[src/rtl/bootloader_pkg.sv]
// Opcodes, FSM state type and built-in program images for the RAM bootloader.
// Words are {opcode[3:0], operand[3:0]}.
package bootloader_pkg;

    localparam logic [3:0] NOOP    = 4'h0;
    localparam logic [3:0] LOAD_A  = 4'h1;
    localparam logic [3:0] ADD     = 4'h2;
    localparam logic [3:0] SUB     = 4'h3;
    localparam logic [3:0] STORE_A = 4'h4;
    localparam logic [3:0] LOAD_IM = 4'h5;
    localparam logic [3:0] JUMP    = 4'h6;
    localparam logic [3:0] JUMPC   = 4'h7;
    localparam logic [3:0] JUMPZ   = 4'h8;
    localparam logic [3:0] OUT     = 4'h9;
    localparam logic [3:0] HALT    = 4'hF;

    typedef enum logic [1:0] {ST_ADDR, ST_DATA, ST_DONE} state_e;

    // 0 = count-in-ones (mem[15] holds the increment), 1 = Fibonacci, others all NOOP.
    function automatic logic [7:0] prog_word(input int prog, input int addr);
        logic [7:0] w;
        w = {NOOP, 4'h0};
        if (prog == 0) begin
            case (addr)
                0:       w = {LOAD_IM, 4'h0};
                1:       w = {OUT,     4'h0};
                2:       w = {ADD,     4'hF};
                3:       w = {JUMPC,   4'h0};
                4:       w = {JUMP,    4'h1};
                15:      w = 8'h01;
                default: w = {NOOP, 4'h0};
            endcase
        end else if (prog == 1) begin
            // mem[13]=x, mem[14]=y, mem[15]=scratch; halts on carry out
            case (addr)
                0:       w = {LOAD_A,  4'hD};
                1:       w = {ADD,     4'hE};
                2:       w = {JUMPC,   4'hA};
                3:       w = {STORE_A, 4'hF};
                4:       w = {LOAD_A,  4'hE};
                5:       w = {STORE_A, 4'hD};
                6:       w = {LOAD_A,  4'hF};
                7:       w = {STORE_A, 4'hE};
                8:       w = {OUT,     4'h0};
                9:       w = {JUMP,    4'h0};
                10:      w = {HALT,    4'h0};
                14:      w = 8'h01;
                default: w = {NOOP, 4'h0};
            endcase
        end
        return w;
    endfunction

endpackage

[src/rtl/bootloader_multi_if.sv]
// Bootloader control/status and CPU-bus write-path signals.
// master = bootloader side, slave = bus/controller side.
interface bootloader_multi_if #(
    parameter int DATA_WIDTH = 8,
    parameter int SEL_W      = 2
);
    logic [SEL_W-1:0]      program_select;
    logic                  enable_bootload;
    logic                  start;
    logic                  bus_ready;
    logic [DATA_WIDTH-1:0] data;
    logic                  bootload_address;
    logic                  bootload_ram;
    logic                  busy;
    logic                  done;
    logic [DATA_WIDTH-1:0] checksum;

    modport master (
        input  program_select, enable_bootload, start, bus_ready,
        output data, bootload_address, bootload_ram, busy, done, checksum
    );

    modport slave (
        output program_select, enable_bootload, start, bus_ready,
        input  data, bootload_address, bootload_ram, busy, done, checksum
    );
endinterface

[src/rtl/bootloader_rom.sv]
// Combinational program ROM: (sel, addr) -> word; out-of-range selects read as NOOP.
// Zero latency, no flow control.
module bootloader_rom
    import bootloader_pkg::*;
#(
    parameter int DATA_WIDTH   = 8,
    parameter int ADDR_WIDTH   = 4,
    parameter int NUM_PROGRAMS = 4,
    parameter int SEL_W        = 2
) (
    input  logic [SEL_W-1:0]      sel_i,
    input  logic [ADDR_WIDTH-1:0] addr_i,
    output logic [DATA_WIDTH-1:0] word_o
);
    always_comb begin
        word_o = '0;
        if (int'(sel_i) < NUM_PROGRAMS)
            word_o = DATA_WIDTH'(prog_word(int'(sel_i), int'(addr_i)));
    end
endmodule

[src/rtl/bootloader_multi.sv]
// Streams address/data beat pairs from a selectable program ROM into CPU RAM, with checksum.
// Latency: one beat per cycle, full load in 2*2**ADDR_WIDTH cycles when unstalled.
// Backpressure: bus_ready=0 or enable_bootload=0 holds the current beat and all state.
module bootloader_multi
    import bootloader_pkg::*;
#(
    parameter int DATA_WIDTH   = 8,
    parameter int ADDR_WIDTH   = 4,
    parameter int NUM_PROGRAMS = 4
) (
    input logic                clk,
    input logic                rst_n,
    bootloader_multi_if.master bus
);
    localparam int SEL_W = (NUM_PROGRAMS > 1) ? $clog2(NUM_PROGRAMS) : 1;
    localparam logic [ADDR_WIDTH-1:0] LAST_ADDR = '1;

    state_e                state_q, state_d;
    logic [ADDR_WIDTH-1:0] addr_q, addr_d;
    logic [SEL_W-1:0]      sel_q, sel_d;
    logic [DATA_WIDTH-1:0] sum_q, sum_d;
    logic [DATA_WIDTH-1:0] rom_word;
    logic [DATA_WIDTH-1:0] bus_data;
    logic                  addr_stb, ram_stb, done_w;

    bootloader_rom #(
        .DATA_WIDTH  (DATA_WIDTH),
        .ADDR_WIDTH  (ADDR_WIDTH),
        .NUM_PROGRAMS(NUM_PROGRAMS),
        .SEL_W       (SEL_W)
    ) u_rom (
        .sel_i (sel_q),
        .addr_i(addr_q),
        .word_o(rom_word)
    );

    always_ff @(posedge clk or negedge rst_n) begin
        if (!rst_n) begin
            state_q <= ST_ADDR;
            addr_q  <= '0;
            sel_q   <= '0;
            sum_q   <= '0;
        end else begin
            state_q <= state_d;
            addr_q  <= addr_d;
            sel_q   <= sel_d;
            sum_q   <= sum_d;
        end
    end

    always_comb begin
        state_d  = state_q;
        addr_d   = addr_q;
        sel_d    = sel_q;
        sum_d    = sum_q;
        addr_stb = 1'b0;
        ram_stb  = 1'b0;
        bus_data = '0;
        case (state_q)
            ST_ADDR: begin
                addr_stb = rst_n && bus.enable_bootload;
                if (addr_stb) bus_data = DATA_WIDTH'(addr_q);
                // Only the very first beat of a load can sit at ADDR/0, so select stays open until it is taken.
                if (addr_q == '0) sel_d = bus.program_select;
                if (addr_stb && bus.bus_ready) state_d = ST_DATA;
            end
            ST_DATA: begin
                ram_stb = rst_n && bus.enable_bootload;
                if (ram_stb) bus_data = rom_word;
                if (ram_stb && bus.bus_ready) begin
                    sum_d = sum_q + rom_word;
                    if (addr_q == LAST_ADDR) begin
                        state_d = ST_DONE;
                    end else begin
                        addr_d  = addr_q + 1'b1;
                        state_d = ST_ADDR;
                    end
                end
            end
            ST_DONE: begin
                if (bus.start) begin
                    state_d = ST_ADDR;
                    addr_d  = '0;
                    sum_d   = '0;
                end
            end
            default: state_d = ST_ADDR;
        endcase
    end

    assign done_w               = rst_n && (state_q == ST_DONE);
    assign bus.data             = bus_data;
    assign bus.bootload_address = addr_stb;
    assign bus.bootload_ram     = ram_stb;
    assign bus.busy             = rst_n && (state_q != ST_DONE);
    assign bus.done             = done_w;
    assign bus.checksum         = done_w ? sum_q : '0;
endmodule

[src/flat_wrapper.sv]
// flat-port wrapper written by rule: the top's interface ports become plain ports
module bootloader_multi_flat import bootloader_pkg::*;
#(
    parameter int DATA_WIDTH   = 8,
    parameter int ADDR_WIDTH   = 4,
    parameter int NUM_PROGRAMS = 4
)
  (clk, rst_n, bus_program_select, bus_enable_bootload, bus_start, bus_bus_ready, bus_data, bus_bootload_address, bus_bootload_ram, bus_busy, bus_done, bus_checksum);
  bootloader_multi_if #(.DATA_WIDTH(DATA_WIDTH), .SEL_W(2)) bus_i ();
  input logic clk;
  input logic rst_n;
  input wire logic [$bits(bus_i.program_select)-1:0] bus_program_select;
  input wire logic [$bits(bus_i.enable_bootload)-1:0] bus_enable_bootload;
  input wire logic [$bits(bus_i.start)-1:0] bus_start;
  input wire logic [$bits(bus_i.bus_ready)-1:0] bus_bus_ready;
  output wire logic [$bits(bus_i.data)-1:0] bus_data;
  output wire logic [$bits(bus_i.bootload_address)-1:0] bus_bootload_address;
  output wire logic [$bits(bus_i.bootload_ram)-1:0] bus_bootload_ram;
  output wire logic [$bits(bus_i.busy)-1:0] bus_busy;
  output wire logic [$bits(bus_i.done)-1:0] bus_done;
  output wire logic [$bits(bus_i.checksum)-1:0] bus_checksum;
  assign bus_i.program_select = bus_program_select;
  assign bus_i.enable_bootload = bus_enable_bootload;
  assign bus_i.start = bus_start;
  assign bus_i.bus_ready = bus_bus_ready;
  assign bus_data = bus_i.data;
  assign bus_bootload_address = bus_i.bootload_address;
  assign bus_bootload_ram = bus_i.bootload_ram;
  assign bus_busy = bus_i.busy;
  assign bus_done = bus_i.done;
  assign bus_checksum = bus_i.checksum;
  bootloader_multi #(.DATA_WIDTH(DATA_WIDTH), .ADDR_WIDTH(ADDR_WIDTH), .NUM_PROGRAMS(NUM_PROGRAMS)) u_core (.clk(clk), .rst_n(rst_n), .bus(bus_i));
endmodule
[config.mk]
export PLATFORM = sky130hd
export DESIGN_NAME = bootloader_multi_flat
export DESIGN_NICKNAME = d
export VERILOG_FILES = /design/src/rtl/bootloader_pkg.sv /design/src/rtl/bootloader_multi_if.sv /design/src/rtl/bootloader_rom.sv /design/src/rtl/bootloader_multi.sv /design/src/flat_wrapper.sv
export SDC_FILE = /design/constraint.sdc
export NUM_CORES = 1
export LEC_CHECK = 0
export ABC_AREA = 1
export CAP_MARGIN = 10
export CORE_MARGIN = 1.5
export CORE_UTILIZATION = 35
export CTS_BUF_LIST = sky130_fd_sc_hd__clkbuf_16
export CTS_CLUSTER_DIAMETER = 60
export DETAILED_ROUTE_END_ITERATION = 8
export PLACE_DENSITY = 0.59
export SKIP_LAST_GASP = 1
export SYNTH_ARGS = -nofsm -noshare
export SYNTH_HDL_FRONTEND = slang
export SYNTH_SLANG_ARGS = --single-unit
[constraint.sdc]
create_clock -name clk -period 6.8 [get_ports clk]
set_clock_uncertainty 0.05 [all_clocks]
set_input_delay 1.02 -clock clk [delete_from_list [all_inputs] [get_ports clk]]
set_output_delay 1.02 -clock clk [all_outputs]
set_load 0.005 [all_outputs]
==> run_1/wires.png <==
The bar under the picture is 20 um long. Only two layers are drawn.
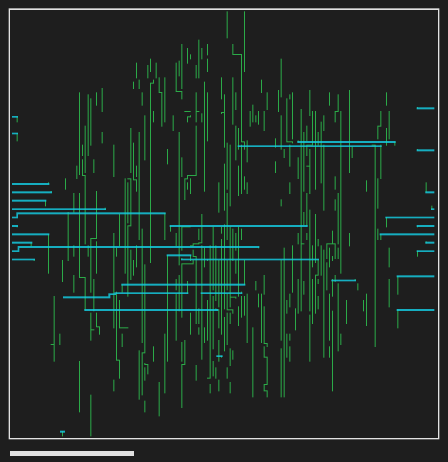
legend:
  green:
    layer: metal 2
    wire_length: 1590 um
  cyan:
    layer: metal 3
    wire_length: 312 um
vias: 1470
DRT Wirelength: 3.947 mm
DR WL/cell: 13.20 um

==> run_1/placement.png <==
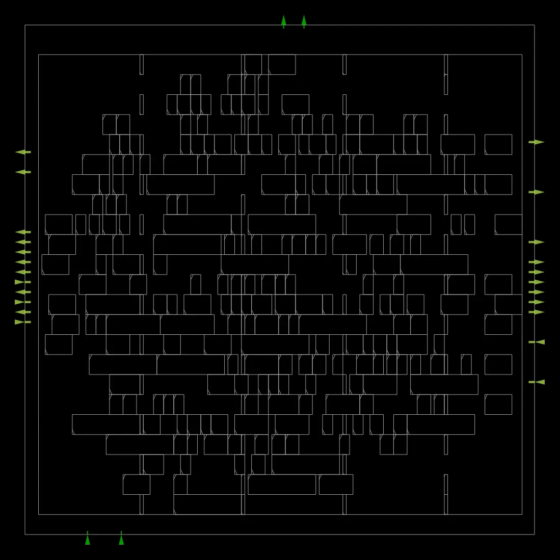
fin util: 0.4652
n_taps: 50
final non-filler cell total: 299

==> run_1/flops_by_reg.png <==
Other sequential cells in the stronger grey, the rest of the logic in the fainter grey.
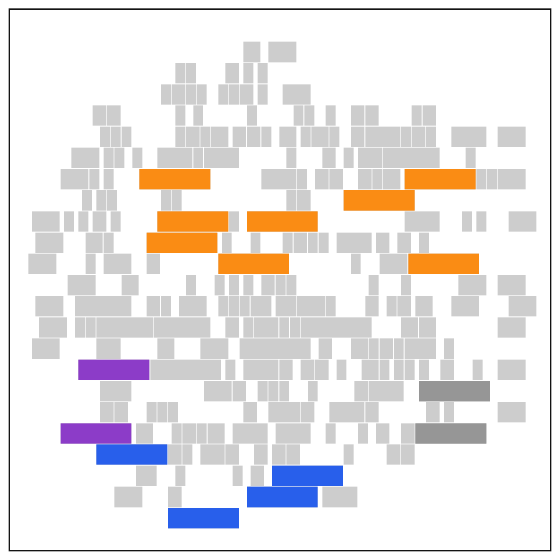
legend:
  orange:
    netlist_name: `u_core.sum_q`
    placed_flops: 8
  purple:
    netlist_name: `u_core.state_q`
    placed_flops: 2
  blue:
    netlist_name: `u_core.addr_q`
    placed_flops: 4
    where: bottom centre
not coloured: 2

==> run_1/metal_density.png <==
The bar under the picture is 20 um long. 14 x 14 tiles, from black (low) to pale yellow (high), scaled to the fullest tile. Values are wire area over tile area, all layers added.
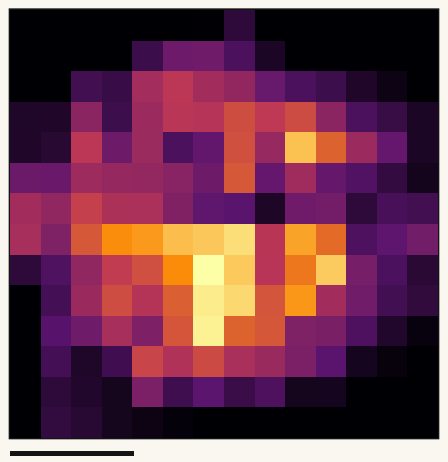
fullest tile: 0.47
nearly empty tiles: 22%
mean over tiles: 0.13
densest ninth of the die: centre

==> reports/qor.yml, run 1 <==
status: "finished, final reports clean"
setup_ws_ns: 2.799
powerClk_uw: 113
cp_slowest_cell: "clkdlybuf4s50_1"
synth_area_per_cell_um2: 6.932
p_int_uw: 398.0
synthFlopType: "dfrtp_1"
tool_warnings: 30
drive_gt1_frac: 0.1285
area_leaders: "dfrtp_1 (26%), nand2_1 (11%), ha_1 (9.8%)"
swShare: 0.4979
core_um2: 4115
cp_top_family: "buffers and inverters"
overflow: 0
drtAntennaViolNets: 0
crit_top_cell: "clkdlybuf4s50_1"
rsz0062_at_grt: "false"
io_pins: 27
top_usage_layer: "met1"
slew_viol_final: 0
timing.fmax_mhz: 249.9
synthToLayoutAreaGrowth_pct: 24.39
worst_setup_path_start_kind: "primary input"
place_congestion: 0.8707
yosys_area_um2: 1539
p_clk_frac: 0.143
ir_drop_mv: 0.1649
yosys_warnings: 0
postSynth.asyncResetShare: 1.000
fill_cells: 433
drt_pass1_iterations: 4
edf_count: 0
p_leak_nw: 0.9465
insertion_delay_ns: 0.24
gr-usage-met3: 0.04651
critPathMaxFanout: 18
power-top-group: "combinational cells"
power_frac_comb: 0.607
grt_use_met2: 0.2553
criticalPathCategory: "primary input to output port"
drcViolationCount: 0
clock-root-buffer: "clkbuf_16"
power_frac_seq: 0.250
chip_area_um2: 4804
fp_util: 0.3740
power.density_nw_per_um2: 414.0
cts_tree: "done"
final.period_utilization: 0.5884
antenna_cells: 0
cts_hold_buffers: 0
synth_cells: 222
hold_viol_final: 0
grt_pass1_wl_mm: 6.989
place_ws_ns: 2.796
fin_setup_tns_ns: 0
hold_class: "register to register"
dp.final_hpwl_mm: 3.068
h-tree-depth: 1
ys_seq_frac: 0.2602
layout_min_cycle_time_ns: 4.001
totalPowerFinal_uw: 792.6
cts_setup_buffers: 0
fp-row-count: 23
largest_area_cell: "dfrtp_1"
grtUsageTotal: 0.1778
endpoint_kind: "output port"
die_y_um: 69.31
synthDominantCellAreaShare: 0.2602
viasPerCell: 4.916
critPathBufInv: 4
synth_nets: 242
cp_data_required_time_ns: 5.73
setup_violations: 0
syn_area_um2: 1539
use_met1: 0.2659
final_nets: 271
worst_pin_slew_ns: 0.4843
cpPeakStageDelay_ns: 0.53
synth_cell_types: 29
port-buffer-count: 26
cts_sinks: 16
path_clk_slew_ns: 0.05
antenna_found_initial: 0
grt_max_degree: 19
run 1: metal layers:
| metal | up-vias | share of wire |
|---|---|---|
| li1 | 776 | - |
| met1 | 646 | 0.51 |
| met2 | 44 | 0.40 |
| met3 | 4 | 0.079 |
| met4 | 0 | 0.0073 |
| met5 | - | 0 |
run 1: cell usage in the layout (no fill, tap or decap), types with 2 or more instances in the layout:
| master | synthesis | layout |
|---|---|---|
| nand2_1 | 45 | 45 |
| inv_1 | 30 | 30 |
| clkdlybuf4s50_1 | 0 | 26 |
| nor2_1 | 21 | 21 |
| nand3_1 | 21 | 21 |
| dfrtp_1 | 16 | 16 |
| a21oi_1 | 15 | 15 |
| o21ai_1 | 12 | 12 |
| ha_1 | 12 | 12 |
| inv_2 | 10 | 10 |
| o21ai_0 | 6 | 6 |
| nor2_2 | 4 | 4 |
| o22ai_1 | 4 | 4 |
| nor2_8 | 3 | 3 |
| nand4_1 | 3 | 3 |
| clkbuf_16 | 0 | 3 |
| nor2_4 | 2 | 2 |
| nand2_2 | 2 | 2 |
| nand3_2 | 2 | 2 |
| or2_2 | 2 | 2 |
run 1: final timing paths:
check	start	to	slack [ns]	cells past startpoint
setup / recovery	rst_n	bus_data[6]	2.80	7
hold / removal	u_core.sum_q[7]	u_core.sum_q[7]	0.47	2
setup reg to reg	u_core.addr_q[0]	u_core.sum_q[6]	4.05	16
hold reg to reg	u_core.sum_q[7]	u_core.sum_q[7]	0.47	2
max in group asynchronous	rst_n	u_core.sum_q[4]	5.45	2
min in group asynchronous	rst_n	u_core.addr_q[1]	1.05	2
run 1: logic make-up after synthesis:
kind of cell / synth area share
buf+inv: 0.1171
fa+ha+maj: 0.1106
xor+xnor: 0.01138
simple gates: 0.3480
compound gates: 0.1528
flops: 0.2602
run 1: stage by stage:
step,instances,cell area [um2],hold WS [ns]
final,299,1914,0.4651
after floorplan,222,1539,0.4210
after global placement,296,1839,0.4456
after global routing,299,1914,0.4923
after detailed placement,296,1839,0.4545
after CTS,299,1914,0.4711
run 1: synth_stat cells (3+ instances only):
cell,count
nand3_1,21
a21oi_1,15
inv_2,10
dfrtp_1,16
ha_1,12
nor2_8,3
nand4_1,3
nor2_2,4
inv_1,30
o22ai_1,4
nor2_1,21
nand2_1,45
o21ai_0,6
o21ai_1,12
run 1: sequential cells by signal (all words and copies together), names as in the netlist:
signal and cells:
u_core.state_q 2, u_core.addr_q 4, u_core.sel_q 2, u_core.sum_q 8
run 1: final cells by class:
type                    instances  area (um2)  share of cell area
repair buffers                 27       267.8              0.1399
flip-flops and latches         16       400.4              0.2091
well taps                      50       62.56             0.03268
clock buffers                   3       75.07             0.03922
inverters                      40       150.1             0.07843
multi-input cells             163       958.4              0.5007
run 1: worst reg2reg max path: cells and delay by family (launching register included):
family | cells | cell delay (ns)
compound gates | 2 | 0.24
fa+ha+maj | 3 | 0.93
buf+inv | 4 | 0.40
flops | 1 | 0.45
simple gates | 7 | 0.55
==> run_1/placement_by_type.png <==
Fill, decap, tap and diode cells in grey.
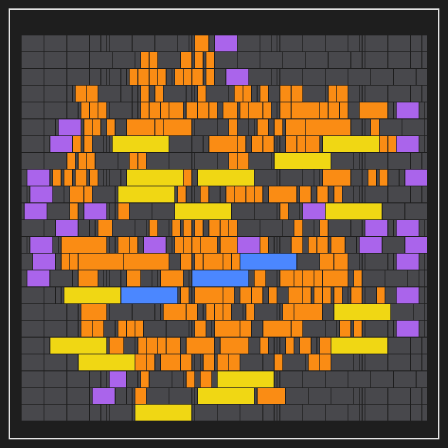

==> run 2, diff against run 1 <==
==> constraint.sdc (replaced) <==
create_clock -name clk -period 3.75 [get_ports clk]
set_clock_uncertainty 0.05 [all_clocks]
set_input_delay 0.5625 -clock clk [delete_from_list [all_inputs] [get_ports clk]]
set_output_delay 0.5625 -clock clk [all_outputs]
set_load 0.005 [all_outputs]
==> run_2/placement_by_type.png <==
Fill, decap, tap and diode cells in grey.
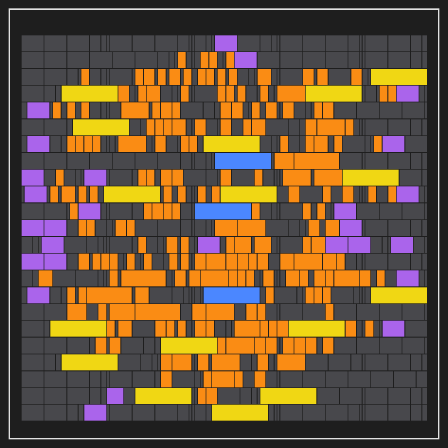
legend:
  orange:
    class: combinational and other logic
    cells: 203
    share_of_their_area: 60%
  purple:
    class: remaining buffers and delay cells
    cells: 27
    share_of_their_area: 14%
  blue:
    class: clock drivers
    cells: 3
    share_of_their_area: 4.1%
  yellow:
    class: sequential cells
    cells: 16
    share_of_their_area: 22%

==> reports/qor.yml, run 2 <==
fp.dieW_um: 69.31
critPathBufInv: 3  # -1
overflow: 0  # unchanged
status: "finished, final reports clean"
worst_pin_slew_ns: 0.5062  # +0.02186 ns
core_um2: 4115  # unchanged
layout_top_cell: "nand2_1"
cp.depth: 6  # -1
fp_util: 0.3740  # unchanged
place_congestion: 0.8928  # +2.5%
timing.fmax_mhz: 340.4
cts_hold_buffers: 0  # unchanged
yosys_warnings: 0  # unchanged
hold_class: "register to register"
largestRegisters: "u_core.sum_q x8, u_core.addr_q x4"
viasPerCell: 5.100  # +3.7%
grt_max_degree: 18  # -1
h-tree-depth: 1  # unchanged
fill_cells: 440  # +1.6%
cts_sinks: 16  # unchanged
ys_seq_frac: 0.2602  # unchanged
grt_pass1_vias: 1401
hold_viol_final: 0  # unchanged
synthDominantCellAreaShare: 0.2602  # unchanged
path_clk_slew_ns: 0.05  # about the same
cp_top_family: "buffers and inverters"
reg2reg_slack_ns: 0.98  # -3.07 ns
p_leak_nw: 0.9465  # unchanged
cp_slowest_cell: "clkdlybuf4s50_1"
r2r_cells: 16  # unchanged
synthToLayoutAreaGrowth_pct: 24.39  # unchanged
antenna_cells: 0  # unchanged
area_leaders: "dfrtp_1 (26%), nand2_1 (11%), ha_1 (9.8%)"
largest_area_cell: "dfrtp_1"
cts_tree: "done"
drcViolationCount: 0  # unchanged
regMostFlops: "u_core.sum_q"
final_nets: 271  # unchanged
drive_gt1_frac: 0.1285  # unchanged
rsz0062_at_grt: "false"
layout_min_cycle_time_ns: 2.938
yosys_area_um2: 1539  # unchanged
lay_top_cells: "nand2_1 (45), inv_1 (30), clkdlybuf4s50_1 (26)"
ir_drop_mv: 0.2077  # +26%
synth_cells: 222  # unchanged
dp.final_hpwl_mm: 3.163  # +3.1%
top_cells_by_count: "nand2_1 (45), inv_1 (30), nand3_1 (21), nor2_1 (21), dfrtp_1 (16)"
die_y_um: 69.31  # unchanged
largest_reg_flops: 8  # unchanged
syn_area_um2: 1539  # unchanged
crit_top_cell: "clkdlybuf4s50_1"
cts_made_buffers: 3
cts_resized: 0
cpPeakStageDelay_ns: 0.58  # +0.05 ns
grt_pass1_wl_mm: 6.989  # unchanged
endpoint_kind: "output port"
final_util: 0.4652  # unchanged
synthFlopType: "dfrtp_1"
worst_setup_path_start_kind: "primary input"
criticalPathCategory: "primary input to output port"
critPathMaxFanout: 4  # -14
yosysMostFrequentCell: "nand2_1"
cts_buffer_depth: 2
drt_pass1_iterations: 4  # unchanged
antenna_found_initial: 0  # unchanged
fp-row-count: 23  # unchanged
fin_setup_tns_ns: 0  # unchanged
setup_violations: 0  # unchanged
port-buffer-count: 26  # unchanged
synth_nets: 242  # unchanged
cp_data_required_time_ns: 3.14  # -2.59 ns
synth_cell_types: 29  # unchanged
insertion_delay_ns: 0.24  # about the same
slew_viol_final: 0  # unchanged
power.density_nw_per_um2: 754.9  # +82%
hold_depth: 2  # unchanged
synth_area_per_cell_um2: 6.932  # unchanged
postSynth.asyncResetShare: 1.000  # unchanged
cts_setup_buffers: 0  # unchanged
clock-root-buffer: "clkbuf_16"
drtAntennaViolNets: 0  # unchanged
edf_count: 0  # unchanged
io_pins: 27  # unchanged
tool_warnings: 30  # unchanged
chip_area_um2: 4804  # unchanged
final.period_utilization: 0.7835
==> run_2/wires.png <==
The bar under the picture is 20 um long. Only two layers are drawn.
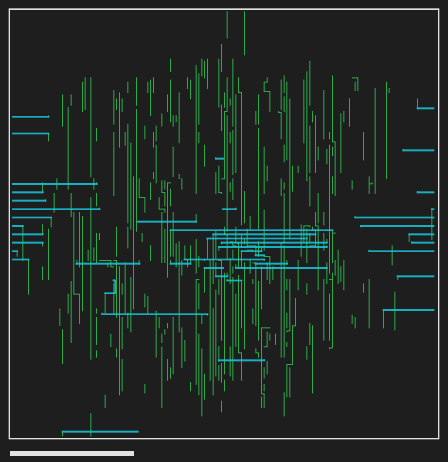
Tot GR Track Use: 0.1803
DRT Wirelength: 4.104 mm
DR WL/cell: 13.73 um
vias: 1525

[run 2: cell counts in the layout (fill, tap and decap cells not counted)]
No cell type changed its count.
[run 2: logic make-up after synthesis]
group	count (synthesis)	synth area share
adder cells (fa/ha/maj)	13	0.1106
buffers and inverters	43	0.1171
AND/OR/NAND/NOR	106	0.3480
AND-OR/OR-AND	42	0.1528
XOR/XNOR	2	0.01138
flip-flops	16	0.2602
[run 2: per-stage QoR]
stage | area, um2 | hold WS [ns] | setup slack, ns | power, mW | cells
2_1_floorplan | 1539 | 0.2169 | 1.359 | 1.034 | 222
3_3_place_gp | 1839 | 0.4424 | 0.7965 | 1.220 | 296
3_5_place_dp | 1839 | 0.4483 | 0.8073 | 1.223 | 296
4_1_cts | 1914 | 0.4631 | 0.7983 | 1.445 | 299
5_1_grt | 1914 | 0.5066 | 0.6483 | 1.609 | 299
6_report | 1914 | 0.4615 | 0.8120 | 1.445 | 299
[run 2: final cells by class]
| type | count | area, um2 | share of cell area |
|---|---|---|---|
| clock buffers | 3 | 75.07 | 0.03922 |
| multi-input cells | 163 | 958.4 | 0.5007 |
| flip-flops and latches | 16 | 400.4 | 0.2091 |
| well taps | 50 | 62.56 | 0.03268 |
| repair buffers | 27 | 267.8 | 0.1399 |
| inverters | 40 | 150.1 | 0.07843 |
[run 2: final timing paths]
path,from,end
worst max-delay path,rst_n,bus_data[3]
worst min-delay path,u_core.sum_q[7],u_core.sum_q[7]
worst max register to register,u_core.addr_q[0],u_core.sum_q[6]
worst min register to register,u_core.sum_q[7],u_core.sum_q[7]
max in group asynchronous,rst_n,u_core.sum_q[1]
min in group asynchronous,rst_n,u_core.addr_q[0]
[run 2: worst register-to-register path, cell delays in order, from the launching register on]
cell,delay [ns]
dfrtp_1,0.45
inv_1,0.20
ha_1,0.38
a21oi_1,0.15
o21ai_0,0.10
nand3_1,0.08
nand2_1,0.07
inv_1,0.06
ha_1,0.15
inv_1,0.05
fa_1,0.39
inv_1,0.09
nand4_1,0.14
nand3_1,0.12
nand2_1,0.05
nand3_1,0.07
nand2_1,0.05
[run 2: where the power goes]
group / internal [mW] / switching (mW) / leakage [nW]
combinational: 0.333 / 0.542 / 0.711
clock: 0.140 / 0.0697 / 0.0370
sequential: 0.249 / 0.112 / 0.198
total: 0.722 / 0.723 / 0.946
[run 2: routing by layer]
metal	track usage	routed length [um]
met4	0.05229	51
met1	0.2727	2051
met3	0.02907	340
met5	0	0
met2	0.2607	1661
Power figures rest on the tool's default switching activity, not on a simulated workload.
